===== src/rtl/im_loader_arbiter.sv =====
// im_loader_arbiter: shares the IM block RAM port between CPU fetch and a UART program loader.
// Optional trailing XOR checksum byte enabled by defining IM_LOAD_CHECKSUM_EN.
module im_loader_arbiter #(
  parameter int ADDR_W  = 11,
  parameter int TIMEOUT = 1000000
) (
  input  logic              clk,
  input  logic              rst_n,
  input  logic              load_req,
  input  logic              rx_valid,
  input  logic [7:0]        rx_data,
  input  logic [31:0]       pc,
  output logic [31:0]       instr,
  output logic [ADDR_W-1:0] ram_addr,
  output logic [3:0]        ram_we,
  output logic [31:0]       ram_din,
  input  logic [31:0]       ram_dout,
  output logic              cpu_hold,
  output logic              cpu_restart,
  output logic              load_err,
  output logic [ADDR_W:0]   words_loaded
);
  typedef enum logic [2:0] {
    RUN, HDR0, HDR1, LOAD,
`ifdef IM_LOAD_CHECKSUM_EN
    CHK,
`endif
    DONE, ERR
  } state_t;
  localparam logic [16:0] MAX_N    = 17'(1 << ADDR_W);
  localparam logic [31:0] TMO_LAST = 32'(TIMEOUT - 1);
  state_t            state_q, state_d;
  logic [15:0]       n_q, n_d;
  logic [1:0]        byte_q, byte_d;
  logic [ADDR_W:0]   word_q, word_d;
  logic [23:0]       buf_q, buf_d;
  logic [31:0]       din_q, din_d;
  logic              we_q, we_d;
  logic              err_q, err_d;
  logic [31:0]       tmo_q, tmo_d;
  logic [15:0]       hdr_n;
  logic [16:0]       wnext;
  logic              last, counting;
`ifdef IM_LOAD_CHECKSUM_EN
  logic [7:0]        csum_q, csum_d;
`endif
  assign hdr_n    = {n_q[15:8], rx_data};
  assign wnext    = 17'(word_q) + 17'd1;
  assign last     = we_q && (wnext == {1'b0, n_q});
  assign counting = (state_q != RUN) && (state_q != DONE) && (state_q != ERR);
  always_comb begin
    state_d = state_q;
    n_d     = n_q;
    byte_d  = byte_q;
    word_d  = word_q;
    buf_d   = buf_q;
    din_d   = din_q;
    we_d    = 1'b0;
`ifdef IM_LOAD_CHECKSUM_EN
    csum_d  = csum_q;
`endif
    case (state_q)
      RUN:  if (load_req) state_d = HDR0;
      HDR0: if (rx_valid) begin
        n_d[15:8] = rx_data;
        state_d   = HDR1;
      end
      HDR1: if (rx_valid) begin
        n_d     = hdr_n;
        state_d = (hdr_n == 16'd0) ? DONE : ({1'b0, hdr_n} > MAX_N) ? ERR : LOAD;
      end
      LOAD: begin
        if (we_q) word_d = word_q + 1'b1;
        // A byte arriving during the final write is the checksum (or a stray trailer), not payload
        if (rx_valid && !last) begin
          buf_d  = {buf_q[15:0], rx_data};
          byte_d = byte_q + 2'd1;
`ifdef IM_LOAD_CHECKSUM_EN
          csum_d = csum_q ^ rx_data;
`endif
          if (byte_q == 2'd3) begin
            we_d  = 1'b1;
            din_d = {buf_q, rx_data};
          end
        end
`ifdef IM_LOAD_CHECKSUM_EN
        if (last) state_d = rx_valid ? ((rx_data == csum_q) ? DONE : ERR) : CHK;
`else
        if (last) state_d = DONE;
`endif
      end
`ifdef IM_LOAD_CHECKSUM_EN
      CHK:  if (rx_valid) state_d = (rx_data == csum_q) ? DONE : ERR;
`endif
      DONE: state_d = RUN;
      ERR:  if (load_req) state_d = HDR0;
      default: state_d = RUN;
    endcase
    if (counting && state_d == state_q && !rx_valid && tmo_q == TMO_LAST) state_d = ERR;
    tmo_d = (!counting || rx_valid || state_d != state_q) ? 32'd0 : tmo_q + 32'd1;
    if (state_d == HDR0 && state_q != HDR0) begin
      word_d = '0;
      byte_d = 2'd0;
`ifdef IM_LOAD_CHECKSUM_EN
      csum_d = 8'd0;
`endif
    end
    err_d = (state_d == ERR) || (err_q && state_d != HDR0);
  end
  always_ff @(posedge clk or negedge rst_n) begin
    if (!rst_n) begin
      state_q <= RUN;
      n_q     <= 16'd0;
      byte_q  <= 2'd0;
      word_q  <= '0;
      buf_q   <= 24'd0;
      din_q   <= 32'd0;
      we_q    <= 1'b0;
      err_q   <= 1'b0;
      tmo_q   <= 32'd0;
`ifdef IM_LOAD_CHECKSUM_EN
      csum_q  <= 8'd0;
`endif
    end else begin
      state_q <= state_d;
      n_q     <= n_d;
      byte_q  <= byte_d;
      word_q  <= word_d;
      buf_q   <= buf_d;
      din_q   <= din_d;
      we_q    <= we_d;
      err_q   <= err_d;
      tmo_q   <= tmo_d;
`ifdef IM_LOAD_CHECKSUM_EN
      csum_q  <= csum_d;
`endif
    end
  end
  assign ram_addr     = (state_q == RUN) ? pc[ADDR_W+1:2] : word_q[ADDR_W-1:0];
  assign ram_we       = (state_q == LOAD && we_q) ? 4'hF : 4'h0;
  assign ram_din      = din_q;
  assign instr        = (state_q == RUN && pc[1:0] == 2'b00 && pc[31:ADDR_W+2] == '0) ? ram_dout : 32'd0;
  assign cpu_hold     = (state_q != RUN);
  assign cpu_restart  = (state_q == DONE);
  assign load_err     = err_q;
  assign words_loaded = word_q;
endmodule


===== config.mk =====
export PLATFORM = sky130hd
export DESIGN_NAME = im_loader_arbiter
export DESIGN_NICKNAME = d
export VERILOG_FILES = /design/src/rtl/im_loader_arbiter.sv
export SDC_FILE = /design/constraint.sdc
export NUM_CORES = 1
export LEC_CHECK = 0
export CORE_MARGIN = 3
export CORE_UTILIZATION = 50
export CTS_CLUSTER_DIAMETER = 50
export DETAILED_ROUTE_END_ITERATION = 10
export PLACE_DENSITY_LB_ADDON = 0.15
export SYNTH_ARGS = -nofsm -noshare
export SYNTH_HDL_FRONTEND = slang
export SYNTH_SLANG_ARGS = --single-unit

===== constraint.sdc =====
create_clock -name clk -period 5.15 [get_ports clk]
set_input_delay 0.515 -clock clk [delete_from_list [all_inputs] [get_ports clk]]
set_output_delay 0.515 -clock clk [all_outputs]
set_load 0.05 [all_outputs]

### Ports around the boundary, run 1

Scale bar: 20 um. Pins as bars across the die edge, other pins in grey.
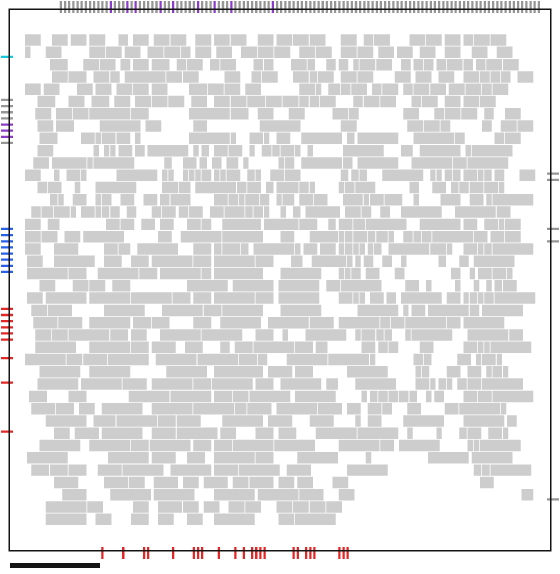
rx_data: in blue, pins 8, direction input, edge west. words_loaded: in purple, pins 12, direction output, edge 9 north, 3 west. clk: in cyan, pins 1, direction input, edge west. ram_din: in red, pins 32, direction output, edge 23 south, 9 west.
All pins by edge: 116 north, 26 west, 23 south, 5 east.
IO Port Bufs: 169
height of the chip: 120 um

### Sizing map, run 1

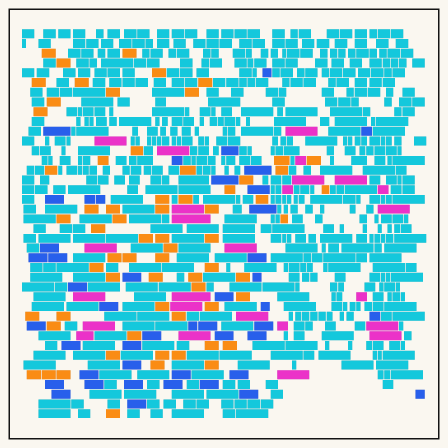
x3 and x4: in blue, cells 45, share 6.1%. x6 and larger: in magenta, cells 25, share 3.4%. x2: in orange, cells 65, share 8.8%. x1 and smaller: in cyan, cells 603, share 82%.
worst path setup slack after routing: 1310 ps
post-synthesis to final-layout area growth: 35.9%
Post-Layout Inst Area: 8760 um^2
Plain + repair buffers: 171

### Cell density map, run 1

The die is cut into 12 by 12 equal tiles; white is low, dark blue is high, 0 to 100% covered.
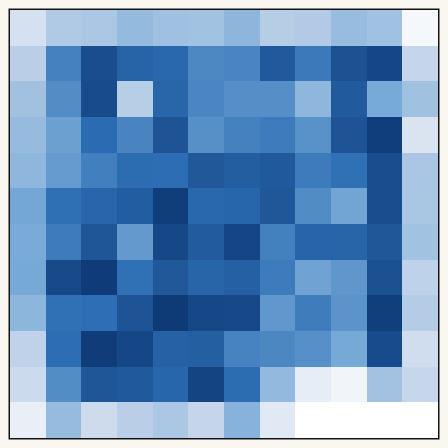
38% of the tiles are over 75% full. The mean over all tiles is 60%. The emptiest ninth of the die: south-east. 2.8% of the tiles are nearly empty. The fullest tile reaches 96%. The densest ninth of the die: centre.
starting density of the core: 52.3%
Util after Layout: 71.1%
Core Footprint: 12300 um^2

==> notes.md, run 1 <==
From the run reports.

- The first global-routing pass estimated 26900 um of wire.
- Per the cell usage report, the commonest logic cells after layout are sky130_fd_sc_hd__clkdlybuf4s50_1, sky130_fd_sc_hd__dfrtp_1, sky130_fd_sc_hd__nor2_1, sky130_fd_sc_hd__mux2_2, sky130_fd_sc_hd__and2_1.
- Signal nets in the final route climb as high as met4.
- The number of cell instances after yosys synthesis is 567.
- The share of synthesized cell area in full adder, half adder and majority cells reads 0.582%.
- The final antenna-violating net count is 0.
- The residual DRC count is 0.
- The number of antenna violations at the first check in global routing is 0.
- Setup repair after global routing left no endpoint under its margin.
- The critical path data required time is 4640 ps.
- The path type of the worst setup path is reg2out.
- In this run the power density over the cells is 389 nW/um^2.
- The run finished with clean final reports.
- Excluding fillers, the count of instances in the completed layout stands at 906.
- The leakage power summed over all cells is 3.84 nW.
- The worst setup path is launched from a register.
- In this run, synthesis produced a sequential element count of 123.
- No sink is reached through more buffers than the 2 on the longest clock path.
- The number of setup violations in the final report is 0.
- The met3 usage in global routing reads 5.61%.
- STA lists the endpoint of the worst register-to-register path as ram_din[0].
- The global routing usage summed across all routing layers reads 23.4%.
- The source of the worst register-to-register timing path reads words_loaded[0].
- STA puts the critical path data arrival time at 3320 ps.
- The worst clock skew is 8.73 ps.
- TritonCTS built the clock tree.
- The worst reg-to-reg setup slack is 1740 ps.
- The repair_antennas step left the layout with diodes totalling 0.
- The post-CTS repair timing setup buffer count reads 0.
- The multi-input combinational cells in the finished layout cover a total of 3150 um^2.
- The number of pins exceeding their max-slew limit in the final report is 0.
- The clock sink total is 123.
- The clock reaches the later pin of the worst-skew pair after 420 ps.
- The yosys synthesis chip area reads 6440 um^2.
- The clock buffer count from CTS reads 17.
- The worst-case hold slack reads 247 ps.
- After synthesis, the share of cell area in mux cells is 16.4%.
- The layer with the highest usage reads met2.
- The routed metal-1 wire length reads 7040 um.
- The synthesized net count reads 646.
- Setup total negative slack on the finished layout was measured at 0 ps.
- The chip footprint is 14300 um^2.
- The relative slew slack reads 29.9%.
- The count of tool warnings is 26.
- In the post-synthesis netlist, the biggest area contributors are sky130_fd_sc_hd__dfrtp_1, sky130_fd_sc_hd__mux2_2, sky130_fd_sc_hd__mux2_4.
- The met1 track demand over resource in global routing reads 30.0%.
- Per the CTS log, the maximum H-tree level is 4.
- The final period utilization is 74.5%.
- The total power consumption of the routed design is 3.40 mW.
- 170 I/O pins were placed.
- In the final layout, the share of cells above drive strength 1 is 18.3%.
- A synthesized cell averages 11.4 um^2.
- The number of detailed-routing iterations run before antenna repair reads 4.
- The number of design-rule violations left by the first detailed-router iteration is 204.
- The largest fanout on the critical path reads 32.
- Dividing the detail-routed via count by the number of cells gives 5.32.
- The filler cell count in the final layout is 911.
- The number of max-capacitance violations reported reads 0.
- For the pin with the worst max-slew slack, the measured transition is 1050 ps.
- The most frequent standard cell in the layout excluding fill and tap cells reads sky130_fd_sc_hd__clkdlybuf4s50_1.
- The cell area after placement is 8160 um^2.
- The met2 wire length is 8540 um.
- The number of distinct library cells after synthesis reads 57.
- The setup slack at placement reads 1670 ps.
- The maximum VDD drop reads 0.000288 V.
- The script logs the mean routed wire length per placed instance as 18.0 um.
- The root buffer selected by CTS reads sky130_fd_sc_hd__clkbuf_16.
- The sequential-to-total area share from yosys stat reads 47.8%.
- The standard-cell row count reads 40.
- The worst setup path is captured at an output pin.
- The parity-gate share of the synthesized area counting xor and xnor cells is 7.84%.
- The upper clock frequency limit reads 0.261 GHz.
- Per the detail_route log, met3 wirelength is 502 um.
- The clock input transition at the sequential cells of the worst setup and hold paths is 50 ps.
- The largest net degree at the start of global routing is 77.
- The final layout contains 804 nets.
- Gates resized during post-CTS repair numbered 0.
- The fraction of registers with async set or reset after synthesis reads 100%.
- The flip-flop cell with the highest count after synthesis is sky130_fd_sc_hd__dfrtp_1.
- The number of global-route vias before repair was 5183.
- The time the worst path needs with I/O delays and setup reads 3840 ps.
[run 1: cell type report]
| cell class | count | area share [%] |
|---|---|---|
| Sequential cell | 123 | 35.1 |
| Clock inverter | 14 | 1.84 |
| Inverter | 4 | 0.171 |
| Timing Repair Buffer | 171 | 19.5 |
| Clock buffer | 18 | 5.01 |
| Tap cell | 168 | 2.40 |
| Multi-Input combinational cell | 408 | 36.0 |
[run 1: cell families after synthesis]
group,Yosys count
muxes,84
and+or+nand+nor,236
AOI/OAI and AO/OA,29
buffers and inverters,36
DFF,123
xor gates and xnor gates,56
adders and majority gates,3
[run 1: report_power, final]
part           internal [mW]  leakage (nW)  switching [mW]  total [mW]
Clock                  0.734         0.285           0.459        1.19
Combinational          0.421          1.90           0.496       0.918
Sequential              1.13          1.65           0.160        1.29
Total                   2.29          3.84            1.12        3.40
[run 1: critical path, stage by stage (launching register included)]
cell and delay (ps):
sky130_fd_sc_hd__dfrtp_1 500, sky130_fd_sc_hd__nor3_2 890, sky130_fd_sc_hd__nand3_1 140, sky130_fd_sc_hd__nor2_1 130, sky130_fd_sc_hd__buf_4 260, sky130_fd_sc_hd__and2_1 170, sky130_fd_sc_hd__clkdlybuf4s50_1 820
[run 1: worst max-delay path by stage]
| stage | start | to | slack (ps) | cells after the start |
|---|---|---|---|---|
| after global routing | state_q[2] | instr[26] | 990 | 6 |
| after floorplan | words_loaded[1] | ram_din[10] | 2150 | 9 |
| after CTS | state_q[2] | instr[16] | 1280 | 6 |
| final | state_q[2] | instr[19] | 1310 | 6 |
| after global placement | state_q[2] | instr[16] | 1730 | 6 |
| after detailed placement | rx_valid | words_loaded[0] | 1670 | 7 |
==> run 1 -> run 2 <==
Settings changed: CORE_UTILIZATION 50 to 44.
Clock period 5.15 ns to 3.52 ns, I/O delays scaled along.
### Placed standard cells, run 2

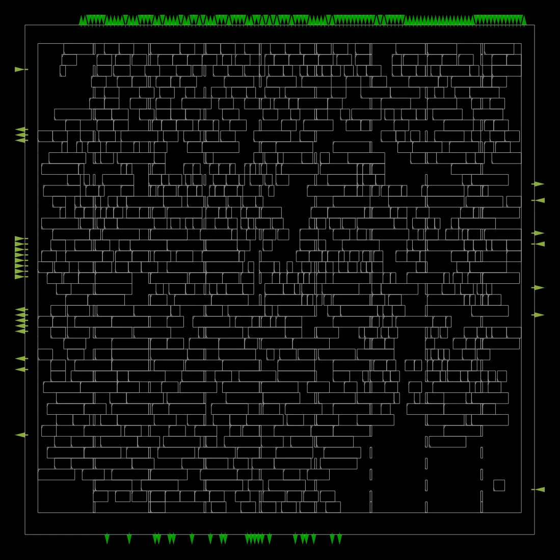
Util after Layout: 64.9%
post-route non-filler standard cell count: 925
FF+latch count: 123
Core Footprint: 14100 um^2

==> notes.md, run 2 <==
From the run reports.

- The fraction of layout cells with a size suffix above 1 was 23.4% (was 18.3%).
- The count of H-tree levels built during CTS is 4 (unchanged).
- The average instance area after synthesis is 11.4 um^2 (unchanged).
- The most numerous cell on the critical path reads sky130_fd_sc_hd__nand4_4.
- The final antenna diode count reads 0 (unchanged).
- The post-CTS resize count reads 0 (unchanged).
- The final antenna-violating net count is 0 (unchanged).
- The number of pins exceeding their max-slew limit in the final report reads 0 (unchanged).
- The residual DRC count reads 0 (unchanged).
- The insertion delay to the later sink of the worst-skew pair is 410 ps (was 420 ps).
- The flop and latch count out of synthesis reads 123 (unchanged).
- The fraction of registers with async set or reset after synthesis is 100% (unchanged).
- The clock sink total is 123 (unchanged).
- The number of setup violations in the final report is 0 (unchanged).
- The worst clock skew is 10.6 ps (was 8.73 ps).
- For the finished layout, the period the worst path requires is 3110 ps.
- The floorplan utilization reads 45.7% (was 52.3%).
- The total power consumption of the routed design is 4.93 mW (was 3.40 mW).
- The vertical die dimension is 127 um (was 120 um).
- The worst-case hold slack reads 91.9 ps (was 247 ps).
- The number of ports placed on the die boundary came to 170 (unchanged).
- The post-layout instance area reads 9150 um^2 (was 8760 um^2).
- The setup TNS after final layout is 0 ps (unchanged).
- The number of cell instances after yosys synthesis is 567 (unchanged).
- The path type of the worst setup path reads reg2reg (was reg2out).
- The number of buffers and inverters on the critical path is 1 (was 2).
- The setup slack at placement is 444 ps (was 1670 ps).
- Highest-count cells in the layout ignoring fill and taps: sky130_fd_sc_hd__clkdlybuf4s50_1, sky130_fd_sc_hd__dfrtp_1, sky130_fd_sc_hd__nor2_1, sky130_fd_sc_hd__mux2_2, sky130_fd_sc_hd__and2_1 (unchanged).
- The number of global-route vias before repair reads 5046 (was 5183).
- The average detailed-routed wire length per instance is 17.5 um (was 18.0 um).
- The slew of the pin with the lowest slew margin reads 911 ps (was 1050 ps).
- The upper clock frequency limit reads 0.322 GHz.
- The global routing usage summed across all routing layers reads 20.3% (was 23.4%).
- The number of max-capacitance violations reported is 0 (unchanged).
- The standard-cell row count is 43 (was 40).
- The library cell contributing the largest single delay on the critical path reads sky130_fd_sc_hd__dfrtp_1 (was sky130_fd_sc_hd__nor3_2).
- The tally of buffers added on design ports is 169 (unchanged).
- The chip footprint was 16100 um^2 (was 14300 um^2).
- Result of the run: complete, no violations (unchanged).
- The area growth from synthesis to layout reads 41.9% (was 35.9%).
- The category of the worst setup path launch point is a register (unchanged).
- The largest fanout on the critical path came to 11 (was 32).
- The category of the worst setup path capture point is a register (was output pin).
- The post-CTS repair timing setup buffer count reads 0 (unchanged).
- The number of nets in the layout is 811 (was 804).
- The data arrival time at the worst-slack endpoint is 3400 ps (was 3320 ps).
- The via count normalized by instance count is 5.25 (was 5.32).
- The count of tool warnings is 26 (unchanged).
- The number of antenna violations at the first check in global routing reads 0 (unchanged).
- The critical path data required time is 3810 ps (was 4640 ps).
- The clock input transition at the sequential cells of the worst setup and hold paths is 70 ps (was 50 ps).
- Critical path cell sequence: ha_1 > xor3_1 > nor4_1 > nand4_1 > nor4_4 > nand4_4 > nand4_4 > buf_4 > mux2_4 (was nor3_2 > nand3_1 > nor2_1 > buf_4 > and2_1 > clkdlybuf4s50_1).
- The setup slack of the critical path after layout came to 411 ps (was 1310 ps).
- The cell area after placement reads 8570 um^2 (was 8160 um^2).
- The relative slew slack reads 39.3% (was 29.9%).
- The largest net degree at the start of global routing is 72 (was 77).
- The number of distinct library cells after synthesis was 57 (unchanged).
- The root buffer selected by CTS reads sky130_fd_sc_hd__clkbuf_16 (unchanged).
- The number of detailed-routing iterations run before antenna repair is 4 (unchanged).
- The maximum number of buffers from clock root to sink is 2 (unchanged).
- The clock buffer count from CTS reads 17 (unchanged).
- The most frequent standard cell in the layout excluding fill and tap cells was sky130_fd_sc_hd__clkdlybuf4s50_1 (unchanged).
- The yosys synthesis chip area came to 6440 um^2 (unchanged).
- The clock tree from TritonCTS is done (unchanged).
- The synthesized net count is 646 (unchanged).
### Layout detail, run 2

Region (85, 85) to (105, 105) um. Cells in grey, sequential cells in the stronger grey; small squares are vias.
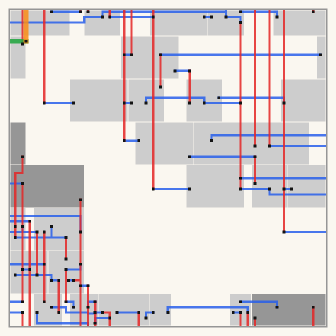
M2: in red. M3: in green. M4: in orange. M1: in blue.
Sequential cells in the window: 2. Most frequent: and2_1 (5), clkdlybuf4s50_1 (5), nand3_1 (3). Netlist names of flops here include tmo_q (2). 23 logic cells have their middle in the window.

run 2: cell counts after synthesis:
Identical to the previous run, type by type.
run 2: power breakdown:
part | total, mW | internal (mW) | switching [mW]
registers | 1.89 | 1.66 | 0.230
clock network | 1.67 | 0.943 | 0.727
logic | 1.38 | 0.645 | 0.731
run 2: worst paths after layout:
| check | cells after the start | endpoint | startpoint |
|---|---|---|---|
| max in group asynchronous | 2 | n_q[2] | rst_n |
| max reg2reg | 9 | ram_din[22] | words_loaded[0] |
| min | 1 | tmo_q[20] | rst_n |
| min in group clk | 1 | n_q[13] | n_q[13] |
| min reg2reg | 1 | n_q[13] | n_q[13] |
| max | 9 | ram_din[22] | words_loaded[0] |
run 2: stage by stage:
stage	utilization [%]	cells
3_3_place_gp	60.8	893
3_5_place_dp	60.8	893
6_report	64.9	925
2_1_floorplan	-	567
5_1_grt	64.9	925
4_1_cts	64.9	925
run 2: cell type report:
class                           instances  area [um^2]
Sequential cell                       123         3080
Timing Repair Buffer                  178         2100
Tap cell                              180          225
Clock inverter                         15          150
Clock buffer                           17          425
Multi-Input combinational cell        408         3150
Inverter                                4         15.0
Fill cell                            1095         4950
run 2: per-layer routing:
| layer | global-route usage, % | routed length (um) | vias to the layer above | share of wire [%] |
|---|---|---|---|---|
| met1 | 26.9 | 6950 | 2432 | 43 |
| met2 | 34.1 | 8540 | 100 | 53 |
| met5 | 0 | 0 | - | 0 |
| met4 | 5.05 | 154 | 0 | 0.95 |
| li1 | - | - | 2316 | - |
| met3 | 4.26 | 516 | 11 | 3.2 |
run 2: cells by family after synthesis:
logic type	synth area share [%]
and+or+nand+nor	20.8
adders and majority gates	0.582
DFF	47.8
muxes	16.4
buffers and inverters	3.46
xor gates and xnor gates	7.84
AOI/OAI and AO/OA	3.20
==> run 2 -> run 3 <==
Settings changed: CTS_BUF_LIST set to sky130_fd_sc_hd__clkbuf_16.
### Layout detail, run 3

Region (85, 85) to (105, 105) um. Cells in grey, sequential cells in the stronger grey; small squares are vias.
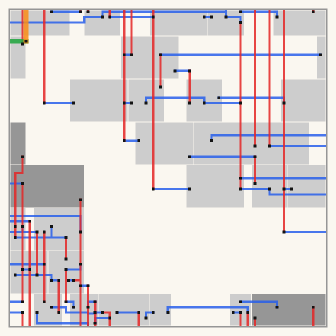
M4: in orange. M2: in red. M3: in green. M1: in blue.
Most frequent: and2_1 (5), clkdlybuf4s50_1 (5), nand3_1 (3). Sequential cells in the window: 2. 23 logic cells have their middle in the window. Netlist names of flops here include tmo_q (2).

==> notes.md, run 3 <==
From the run reports.

- Result of the run: complete, no violations (unchanged).
- The number of antenna violations at the first check in global routing came to 0 (unchanged).
- The leakage power summed over all cells is 4.03 nW (unchanged).
- The number of global-route vias before repair is 5046 (unchanged).
- The insertion delay to the later sink of the worst-skew pair came to 410 ps (about the same).
- The yosys synthesis chip area was 6440 um^2 (unchanged).
- The combinational cell area excluding buffers and inverters reads 3150 um^2 (unchanged).
- The vertical die dimension reads 127 um (unchanged).
- The average instance area after synthesis is 11.4 um^2 (unchanged).
- The clock tree from TritonCTS is done (unchanged).
- The end of the worst register-to-register path is ram_din[22] (unchanged).
- The flop and latch count out of synthesis was 123 (unchanged).
- The clock buffer count from CTS is 17 (unchanged).
- The maximum number of buffers from clock root to sink was 2 (unchanged).
- The setup slack of the critical path after layout was 411 ps (unchanged).
- The cell family with the largest share of critical-path delay reads simple AND/OR/NAND/NOR gates (unchanged).
- The number of nets in the layout is 811 (unchanged).
- The upper clock frequency limit came to 0.322 GHz (unchanged).
- The category of the worst setup path launch point reads a register (unchanged).
- The start point of the critical path reads words_loaded[0] (unchanged).
- The biggest cell delay along the critical path is 520 ps (about the same).
- The critical path data required time reads 3810 ps (about the same).
- The library cell contributing the largest single delay on the critical path reads sky130_fd_sc_hd__dfrtp_1 (unchanged).
- The number of detailed-routing iterations run before antenna repair reads 4 (unchanged).
- The clock input transition at the sequential cells of the worst setup and hold paths is 70 ps (about the same).
- The root buffer selected by CTS is sky130_fd_sc_hd__clkbuf_16 (unchanged).
- The setup slack at placement is 444 ps (unchanged).
- The maximum VDD drop reads 0.000359 V (unchanged).
- The worst clock skew was 10.6 ps (unchanged).
- The post-CTS resize count is 0 (unchanged).
- The number of cell instances after yosys synthesis was 567 (unchanged).
- The slew of the pin with the lowest slew margin is 911 ps (unchanged).
- The final antenna-violating net count came to 0 (unchanged).
- The count of tool warnings reads 26 (unchanged).
- The chip footprint is 16100 um^2 (unchanged).
- The final antenna diode count is 0 (unchanged).
- The post-layout instance area is 9150 um^2 (unchanged).
- The number of ports placed on the die boundary reads 170 (unchanged).
- The synthesized net count came to 646 (unchanged).
- The largest net degree at the start of global routing reads 72 (unchanged).
- The data arrival time at the worst-slack endpoint reads 3400 ps (about the same).
- The sequential-to-total area share from yosys stat is 47.8% (unchanged).
- The number of cells in the finished layout apart from fillers was 925 (unchanged).
- The count of H-tree levels built during CTS reads 4 (unchanged).
- The global routing usage summed across all routing layers is 20.3% (unchanged).
- The largest fanout on the critical path is 11 (unchanged).
- The via count normalized by instance count came to 5.25 (unchanged).
- The power per cell area is 540 nW/um^2 (unchanged).
- The number of buffers and inverters on the critical path is 1 (unchanged).
- The cell area after placement reads 8570 um^2 (unchanged).
- The standard-cell row count reads 43 (unchanged).
- Main area contributors: sky130_fd_sc_hd__dfrtp_1, sky130_fd_sc_hd__mux2_2, sky130_fd_sc_hd__mux2_4 (unchanged).
- The flip-flop cell with the highest count after synthesis is sky130_fd_sc_hd__dfrtp_1 (unchanged).
- The cell count along the critical path reads 9 (unchanged).
- The time the worst path needs with I/O delays and setup is 3110 ps (unchanged).
- The setup TNS after final layout was 0 ps (unchanged).
- The area of the core reads 14100 um^2 (unchanged).
- The final core utilization came to 64.9% (unchanged).
- The source of the worst register-to-register timing path reads words_loaded[0] (unchanged).
- Highest-count cells in the layout ignoring fill and taps: sky130_fd_sc_hd__clkdlybuf4s50_1, sky130_fd_sc_hd__dfrtp_1, sky130_fd_sc_hd__nor2_1, sky130_fd_sc_hd__mux2_2, sky130_fd_sc_hd__and2_1 (unchanged).
- The number of design-rule violations left by the first detailed-router iteration reads 286 (unchanged).
- The filler cell count in the final layout reads 1095 (unchanged).
- The number of setup violations in the final report is 0 (unchanged).
- The number of distinct library cells after synthesis reads 57 (unchanged).
- The final period utilization is 88.3% (unchanged).
- The post-CTS repair timing setup buffer count was 0 (unchanged).
- Unrepaired setup endpoints after global routing: no (unchanged).
### Cell density map, run 3

The die is cut into 13 by 13 equal tiles; white is low, dark blue is high, 0 to 100% covered.
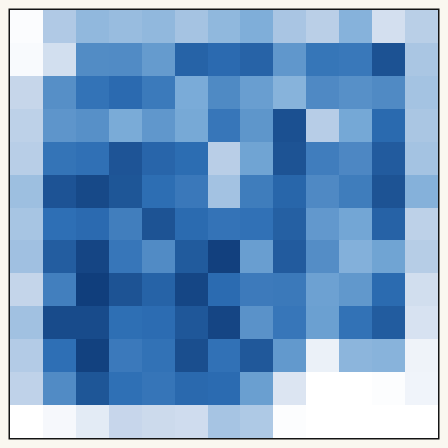
The mean over all tiles is 55%. 27% of the tiles are over 75% full. The emptiest ninth of the die: south-east. The fullest tile reaches 94%. 5.9% of the tiles are nearly empty.
starting density of the core: 45.7%

==> run 3: layer usage <==
metal	track usage [%]	share of wire (%)	vias to the layer above
met5	0	0	-
met4	5.05	0.95	0
met1	26.9	43	2432
met2	34.1	53	100
li1	-	-	2316
met3	4.26	3.2	11
==> run 3: logic make-up after synthesis <==
family                   count (synthesis)  share of synthesized area [%]
AND/OR/NAND/NOR                        236                           20.8
flip-flops                             123                           47.8
multiplexers                            84                           16.4
XOR/XNOR                                56                           7.84
buffers and inverters                   36                           3.46
AND-OR/OR-AND                           29                           3.20
adder cells (fa/ha/maj)                  3                          0.582
==> run 3: power breakdown <==
part / switching (mW) / internal (mW)
clock network: 0.727 / 0.943
registers: 0.230 / 1.66
logic: 0.731 / 0.645
==> run 3: how the worst min path moves through the flow <==
stage,to,slack (ps),depth (start not counted)
6_report,tmo_q[20],90,1
5_1_grt,buf_q[21],170,1
4_1_cts,tmo_q[18],110,1
3_5_place_dp,n_q[13],490,1
3_3_place_gp,n_q[15],480,1
2_1_floorplan,asynchronous set/reset pin,60,0
==> run 3: layout make-up <==
type	instances	share of cell area, %
multi-input combinational	408	34.4
sequential	123	33.7
tap	180	2.46
clock inverter	15	1.64
timing repair buffer	178	23.0
clock buffer	17	4.65
inverter	4	0.164
==> run 3: worst register-to-register path, cell delays in order (launching register included) <==
cell and delay [ps]:
sky130_fd_sc_hd__dfrtp_1 520, sky130_fd_sc_hd__ha_1 280, sky130_fd_sc_hd__xor3_1 420, sky130_fd_sc_hd__nor4_1 260
sky130_fd_sc_hd__nand4_1 200, sky130_fd_sc_hd__nor4_4 230, sky130_fd_sc_hd__nand4_4 210, sky130_fd_sc_hd__nand4_4 300
sky130_fd_sc_hd__buf_4 250, sky130_fd_sc_hd__mux2_4 310
Power figures rest on the tool's default switching activity, not on a simulated workload.
